Design branch_target_buffer_flat, sky130hd; sources not shown.
==> images/final_congestion.png <==
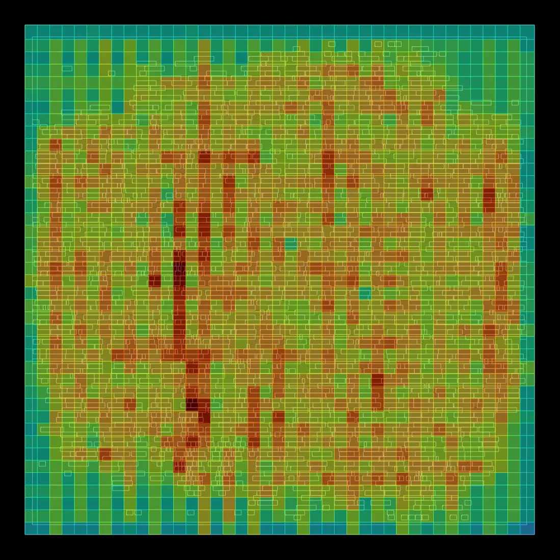
Wirelength per Cell: 29.0 um
Util after Layout: 58.5%
total track usage: 21.3%
M2 GR Usage: 35.7%
gr busiest metal: met2

==> images/registers.png <==
(1 px per um)
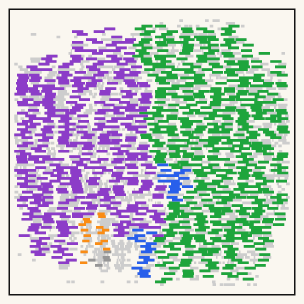
u_core.u_entry_array.valid_q: shown in orange, sequential cells 16. u_core.u_entry_array.target_q: shown in green, sequential cells 512. u_core.u_entry_array.tag_q: shown in purple, sequential cells 416. u_core.u_entry_array.ctrl_q: shown in blue, sequential cells 32.
Another 5 sequential cells are not coloured.
register area: 29200 sq um
sequential share of cell area: 66.7%

==> results_dict.tcl <==
# place-and-route summary
set metrics [dict create \
    path_max_fanout 48 \
    synth.avg_cell_area_sq_um 22.5 \
    critPathArrivalTime_ns 6.00 \
    port_buffers 134 \
    post_cts_buffers 0 \
    cts_tree "yes" \
    die_area_sq_um 80700 \
    ys_seq_share_pct 76.8 \
    reg2regPathDepth 5 \
    rows 100 \
    relSlewSlack_pct 30.4 \
    place_hpwl_um 45000 \
    path_cells "buf_8, buf_4, mux4_2, mux2i_1, mux2i_1, xor2_1, nor4_1, nand4_1, buf_4, nor4_1, clkdlybuf4s50_1" \
    clk_pin_slew_ns 0.06 \
    syn-num-nets 1796 \
    drt_iter0_markers 1858 \
    syn_to_final_growth_pct 15.1 \
    hold_depth 1 \
    outcome "complete, no violations" \
    dr.pass1.iters 5 \
    max_freq_mhz 130 \
    worst_pin_slew_ns 1.04 \
    grt_pass1_wl_um 126000 \
    clock_latency_ns 0.65 \
    grtUsageMet3_pct 3.97 \
    fin_ws_ns 0.789 \
    skew_ns 0.0153 \
    hold_path.class "reg2reg" \
    layout-drive-gt1-share_pct 24.5 \
    cpPeakStageDelay_ns 0.70 \
    synth.distinct_cells 50 \
    end_kind "output pin" \
]
-- where the power goes --
| part | leakage [uW] | total, uW | switching, uW | internal [uW] |
|---|---|---|---|---|
| registers | 0.00881 | 5360 | 7.68 | 5350 |
| clock network | 0.00149 | 4140 | 1760 | 2380 |
| logic | 0.00338 | 486 | 269 | 217 |
| total | 0.0137 | 9980 | 2030 | 7950 |
-- logic make-up after synthesis --
| group | share of synthesized area, % |
|---|---|
| AND-OR/OR-AND | 1.63 |
| multiplexers | 17.5 |
| XOR/XNOR | 0.805 |
| buffers and inverters | 1.20 |
| flip-flops | 76.8 |
| AND/OR/NAND/NOR | 2.01 |
| adder cells (fa/ha/maj) | 0.131 |
-- per-stage QoR --
step | instance area [sq um] | power [uW] | hold slack, ns
floorplan | 38100 | 5750 | 0.481
global placement | 40700 | 5940 | 0.522
detailed placement | 40800 | 5950 | 0.522
CTS | 43800 | 10100 | 0.543
global route | 43900 | 10300 | 0.579
finish | 43900 | 9980 | 0.548
-- layer usage --
layer	share of wire [%]	vias to the layer above	routed length, um
met5	0.048	-	41
met4	2.2	6	1860
met3	6.3	134	5350
met2	51	609	43400
met1	40	9639	34500
li1	-	7565	-
-- worst reg2reg max path, stage by stage (launching register included) --
cell and delay, ns:
dfxtp_1 0.48, nor2_1 0.30, nand2_1 0.12, or3_1 0.48
nor2_4 0.72, buf_4 0.84
-- layout by cell type (no fill, tap or decap), types with 5 or more instances in the layout --
cell / instances
edfxtp_1: 960
mux4_2: 266
clkdlybuf4s50_1: 130
clkbuf_16: 97
mux2i_1: 63
nand2_1: 56
buf_4: 46
nor4_1: 35
o21a_1: 32
clkbuf_1: 28
dfxtp_1: 21
xor2_1: 19
clkinv_2: 18
xnor2_1: 16
clkinv_1: 16
nor2_1: 15
nor2_4: 12
a22o_1: 9
bufinv_16: 9
a21oi_1: 8
nand2b_1: 8
inv_1: 7
nor2b_1: 7
o21ai_0: 5
o22ai_1: 5
nor3_1: 5
inv_6: 5
-- final cells by class --
cell class,instances,share of cell area (%)
multi-input combinational,610,19.5
timing repair buffer,184,4.06
antenna,3,0.0171
sequential,981,66.7
tap,969,2.76
clock inverter,53,1.18
inverter,9,0.0827
clock buffer,125,5.77
Power is estimated from default activity; no workload was simulated.
